## src/rtl/alu_seq_exec.sv

```systemverilog
// Execute-stage ALU: single-cycle logic/arithmetic ops and an iterative
// shift-add unsigned multiplier, with a start/busy/done handshake.
module alu_seq_exec #(
  parameter int unsigned WIDTH = 32
) (
  input  logic             clk,
  input  logic             reset,
  input  logic             start,
  input  logic [2:0]       aluctr,
  input  logic [WIDTH-1:0] a,
  input  logic [WIDTH-1:0] b,
  output logic             busy,
  output logic             done,
  output logic [WIDTH-1:0] result,
  output logic [WIDTH-1:0] result_hi,
  output logic             zero,
  output logic             overflow
);

  localparam int unsigned PW    = 2 * WIDTH;
  localparam int unsigned CNT_W = $clog2(WIDTH) + 1;

  localparam logic [2:0] OP_AND  = 3'b000;
  localparam logic [2:0] OP_OR   = 3'b001;
  localparam logic [2:0] OP_ADD  = 3'b010;
  localparam logic [2:0] OP_XOR  = 3'b011;
  localparam logic [2:0] OP_NOR  = 3'b100;
  localparam logic [2:0] OP_SLT  = 3'b101;
  localparam logic [2:0] OP_SUB  = 3'b110;
  localparam logic [2:0] OP_MULT = 3'b111;

  typedef enum logic [0:0] {IDLE, MUL} state_t;

  state_t             state, state_n;
  logic [PW-1:0]      mcand, mcand_n;
  logic [WIDTH-1:0]   mplr, mplr_n;
  logic [PW-1:0]      acc, acc_n;
  logic [CNT_W-1:0]   cnt, cnt_n;
  logic               busy_n, done_n, zero_n, overflow_n;
  logic [WIDTH-1:0]   result_n, result_hi_n;

  logic [WIDTH-1:0]   sum, diff, alu_res;
  logic               alu_ov;
  logic [PW-1:0]      step_acc;

  assign sum      = a + b;
  assign diff     = a - b;
  assign step_acc = mplr[0] ? (acc + mcand) : acc;

  // Single-cycle datapath; SLT uses a true signed compare so it survives a-b overflow
  always_comb begin
    alu_res = '0;
    alu_ov  = 1'b0;
    unique case (aluctr)
      OP_AND:  alu_res = a & b;
      OP_OR:   alu_res = a | b;
      OP_ADD: begin
        alu_res = sum;
        alu_ov  = (a[WIDTH-1] == b[WIDTH-1]) && (sum[WIDTH-1] != a[WIDTH-1]);
      end
      OP_XOR:  alu_res = a ^ b;
      OP_NOR:  alu_res = ~(a | b);
      OP_SLT:  alu_res = WIDTH'($signed(a) < $signed(b));
      OP_SUB: begin
        alu_res = diff;
        alu_ov  = (a[WIDTH-1] != b[WIDTH-1]) && (diff[WIDTH-1] != a[WIDTH-1]);
      end
      OP_MULT: alu_res = '0;
      default: alu_res = '0;
    endcase
  end

  // Next-state and next-output logic
  always_comb begin
    state_n     = state;
    mcand_n     = mcand;
    mplr_n      = mplr;
    acc_n       = acc;
    cnt_n       = cnt;
    busy_n      = busy;
    done_n      = 1'b0;
    result_n    = result;
    result_hi_n = result_hi;
    zero_n      = zero;
    overflow_n  = overflow;

    unique case (state)
      IDLE: begin
        if (start) begin
          if (aluctr == OP_MULT) begin
            mcand_n = PW'(a);
            mplr_n  = b;
            acc_n   = '0;
            cnt_n   = '0;
            busy_n  = 1'b1;
            state_n = MUL;
          end else begin
            result_n    = alu_res;
            result_hi_n = '0;
            zero_n      = (alu_res == '0);
            overflow_n  = alu_ov;
            done_n      = 1'b1;
          end
        end
      end
      MUL: begin
        acc_n   = step_acc;
        mcand_n = mcand << 1;
        mplr_n  = mplr >> 1;
        cnt_n   = cnt + CNT_W'(1);
        // Last step: publish the product straight from this step's sum
        if (cnt == CNT_W'(WIDTH - 1)) begin
          result_n    = step_acc[WIDTH-1:0];
          result_hi_n = step_acc[PW-1:WIDTH];
          zero_n      = (step_acc[WIDTH-1:0] == '0);
          overflow_n  = 1'b0;
          done_n      = 1'b1;
          busy_n      = 1'b0;
          state_n     = IDLE;
        end
      end
      default: state_n = IDLE;
    endcase
  end

  // State and output registers
  always_ff @(posedge clk) begin
    if (reset) begin
      state     <= IDLE;
      mcand     <= '0;
      mplr      <= '0;
      acc       <= '0;
      cnt       <= '0;
      busy      <= 1'b0;
      done      <= 1'b0;
      result    <= '0;
      result_hi <= '0;
      zero      <= 1'b0;
      overflow  <= 1'b0;
    end else begin
      state     <= state_n;
      mcand     <= mcand_n;
      mplr      <= mplr_n;
      acc       <= acc_n;
      cnt       <= cnt_n;
      busy      <= busy_n;
      done      <= done_n;
      result    <= result_n;
      result_hi <= result_hi_n;
      zero      <= zero_n;
      overflow  <= overflow_n;
    end
  end

endmodule
```

## config.mk

```make
export PLATFORM = sky130hd
export DESIGN_NAME = alu_seq_exec
export DESIGN_NICKNAME = d
export VERILOG_FILES = /design/src/rtl/alu_seq_exec.sv
export SDC_FILE = /design/constraint.sdc
export NUM_CORES = 1
export LEC_CHECK = 0
export ABC_AREA = 1
export CAP_MARGIN = 20
export CORE_MARGIN = 5
export CORE_UTILIZATION = 40
export DETAILED_ROUTE_END_ITERATION = 8
export SLEW_MARGIN = 40
export SYNTH_ARGS = -nofsm -noshare
export SYNTH_HDL_FRONTEND = slang
export SYNTH_SLANG_ARGS = --single-unit
```

## constraint.sdc

```tcl
create_clock -name clk -period 2.8 [get_ports clk]
set_input_delay 0.56 -clock clk [delete_from_list [all_inputs] [get_ports clk]]
set_output_delay 0.56 -clock clk [all_outputs]
set_load 0.02 [all_outputs]
```

### Placed standard cells

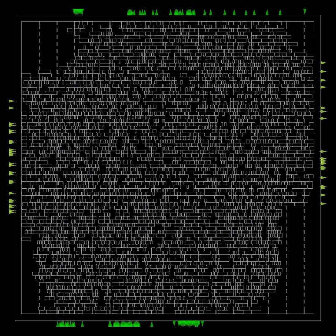
final cell utilization of the core: 53.8%
fill cell count: 5402
registers: 235
post-route insts no fill: 4677

### Signal metal coverage by tile

24 x 24 tiles, from dark blue (low) to red (high), scaled to the fullest tile. Values are wire area over tile area, all layers added.
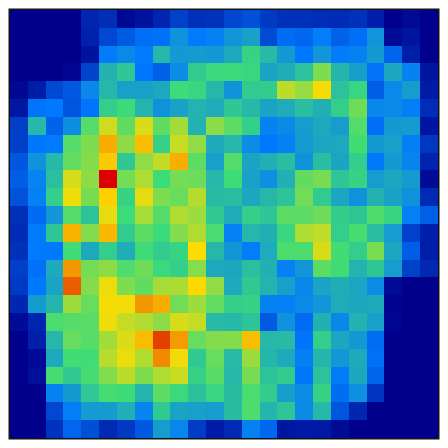
- fullest tile: 0.69
- mean over tiles: 0.25
- nearly empty tiles: 11%
- tiles over half the peak: 25%
- emptiest ninth of the die: south-east
GRT Resource Usage Total: 28.6%
WL per Instance: 18.3 µm
via count: 24556
final wirelength: 85500 µm

==> Changelog: implementation <==
### Metrics

- Status: finished, final reports clean
- RSZ-0062 raised after global routing: yes
- CP required: 3.32 ns
- Clock root buffer: clkbuf_16
- Synth unique cells: 64
- F_max: 0.361 GHz
- Syn_area_per_cell: 6.02 µm²
- Top area cell types: dfxtp_1, nand2_1, ha_1
- Placed cell area: 0.0260 mm²
- Setup-failing EPs final: 0
- CTS sink cnt: 235
- FFs w/ async S/R, synth: 0%
- Gate Count Post-Synth: 3487
- Synth Cell Area: 0.0210 mm²
- Fin. max-slew vios: 0
- Net count after synthesis: 3723
- Vias per cell: 5.25
- Relative slew slack: 56.6%
- Crit path largest cell delay: 0.47 ns
- Initial Utilization: 40.2%
- N_diodes: 0
- Die Span Y: 239 µm
- Cell mode on critical path: nand2_1
- Max Clock Skew: 0.0307 ns
- Detail Route Antenna Nets: 0
- I/O pins: 138
- Reg power frac: 33.9%
- Slew at the pin closest to its max-slew limit: 0.650 ns
- Hold Fails Final Rpt: 0
- Area Overhead vs Synth: 34.0%
- Crit path launch type: input port
- Synth Register Bits: 235
- Later-pin clock latency in the skew report: 0.59 ns
- Synth Warn #: 0
- WP data arrival: 3.29 ns
- Switching part of the total: 34.2%
- Internal power: 6890 µW
- CTS Buf Count: 27
- Core area: 0.0522 mm²
- Kind of critical path: input port to flip-flop
- Tool warnings: 95
- Routability congestion estimate: 1.02
- TritonCTS clock tree: built
- Synth top cell by count: nand2_1
- VDD IR max: 0.474 mV
- Share of cells above drive strength 1: 22.1%
- Nets: 4206
- Hpwl dp: 69600 µm
- Final period utilization: 99.0%
- Clock Pin Slew Worst Setup and Hold Paths: 0.08 ns
- Ys flop type: dfxtp_1
- Placed insts: 4613
- Top-area cell share: 22.4%
- Vias in the first global route: 22714
- CP cell instances: clkdlybuf4s50_1 > inv_1 > ha_4 > nor2_2 > nand3_1 > nand3_4 > nand2_1 > nand2_1 > nand2_1 > nand2_1 > nand2_1 > nand3_1 > nand3_2 > nand2_1 > nand2_1 > nor2_1 > nand2_1 > nor3_2 > nand2_1 > a21oi_2
- DRT Pass-1 Iters: 8
- Flip-flops with a built-in enable: 0
- P_leak: 0.0130 µW
- Commonest cells in the netlist: nand2_1, inv_1, nor2_1
- Synth Seq Share: 22.4%
- Die width: 239 µm
- Clock share of power: 34.1%
- Pwr dens: 372 mW/mm²
worst max-delay path, delay by kind of cell:
kind / cells / cell delay, ns
buf+inv: 2 / 0.55
fa+ha+maj: 1 / 0.31
simple gates: 16 / 1.74
compound gates: 1 / 0.13
stage by stage:
step	worst slack, ns	utilization (%)	power, µW	hold slack (ns)
6_report	0.0281	53.8	10500	0.416
3_3_place_gp	-0.896	49.8	6650	0.453
4_1_cts	-0.00767	51.9	10300	0.388
5_1_grt	-0.0810	53.8	10900	0.428
2_1_floorplan	0.234	-	5120	0.437
3_5_place_dp	-0.914	49.8	6650	0.454
metal layers:
layer | GRT usage [%] | routed length (µm) | vias to the layer above
met5 | 0 | 0 | -
met4 | 6.88 | 2560 | 0
met3 | 4.05 | 6750 | 133
met2 | 44.9 | 37100 | 874
met1 | 41.6 | 39100 | 11241
li1 | - | - | 12308
cell type report:
class                      instances  area [µm²]  share of cell area, %
clock buffer                      38         807                   2.87
clock inverter                    10        82.6                  0.294
inverter                         439        1650                   5.87
multi-input combinational       2672       14900                   53.1
sequential                       235        4720                   16.8
tap                              688         861                   3.06
timing repair buffer             595        5060                   18.0
placed cells by master (no fill, tap or decap), drive strengths merged, types with 2 or more instances in the layout:
master         count
and3               2
nor4               4
o211ai             6
buf              458
a21o              10
nand3            261
a21oi            286
ha               163
clkinv             6
clkdlybuf4s50    111
clkbuf            39
o21bai            22
nand3b             8
a31o               2
inv              441
dlymetal6s2s      21
a21boi             5
a211oi            31
o21ai            196
nor2             360
xnor2              5
a221oi             8
o21a               8
a22oi             17
fa                 3
or2               26
xor2              18
nor3              37
dfxtp            235
nand4             38
nand2           1067
clkinvlp           2
dlygate4sd2        4
a31oi             79
state kept, by name, indices dropped and copies added (netlist names):
signal,flops
acc,64
busy,1
cnt,6
done,1
mcand,64
mplr,32
overflow,1
result,32
result_hi,32
state,1
zero,1
power groups by stage:
stage | Sequential, µW | Combinational (µW) | Clock [µW]
after global routing | 3560 | 3590 | 3760
after floorplan | 3670 | 1450 | 0
after global placement | 3620 | 3030 | 0
after CTS | 3550 | 3090 | 3640
after detailed placement | 3620 | 3030 | 0
final | 3550 | 3340 | 3570
path summary, 6_finish.rpt:
kind	start	endpoint	slack [ns]	cells past startpoint
hold / removal	reset	mplr[4]	0.42	2
setup / recovery	b[5]	zero	0.03	20
setup reg to reg	mcand[53]	acc[60]	0.06	10
hold reg to reg	mplr[28]	mplr[28]	0.46	2
repair_timing:
item                                    CTS  global route
hold endpoints to repair                  0             0
gates resized                            53           244
endpoints found under the setup margin   19            61
hold buffers                              0             0
pin swaps                                 8            61
setup buffers                             4            12
cells by family (layout without fill, tap and decap cells):
| logic type | after synthesis | in the layout | synth area share, % |
|---|---|---|---|
| buffers and inverters | 580 | 1082 | 11.4 |
| and+or+nand+nor | 1804 | 1804 | 36.6 |
| DFF | 235 | 235 | 22.4 |
| xor gates and xnor gates | 23 | 23 | 0.960 |
| AOI/OAI and AO/OA | 679 | 679 | 18.6 |
| adders and majority gates | 166 | 166 | 10.0 |
Power and IR drop assume default switching activity.
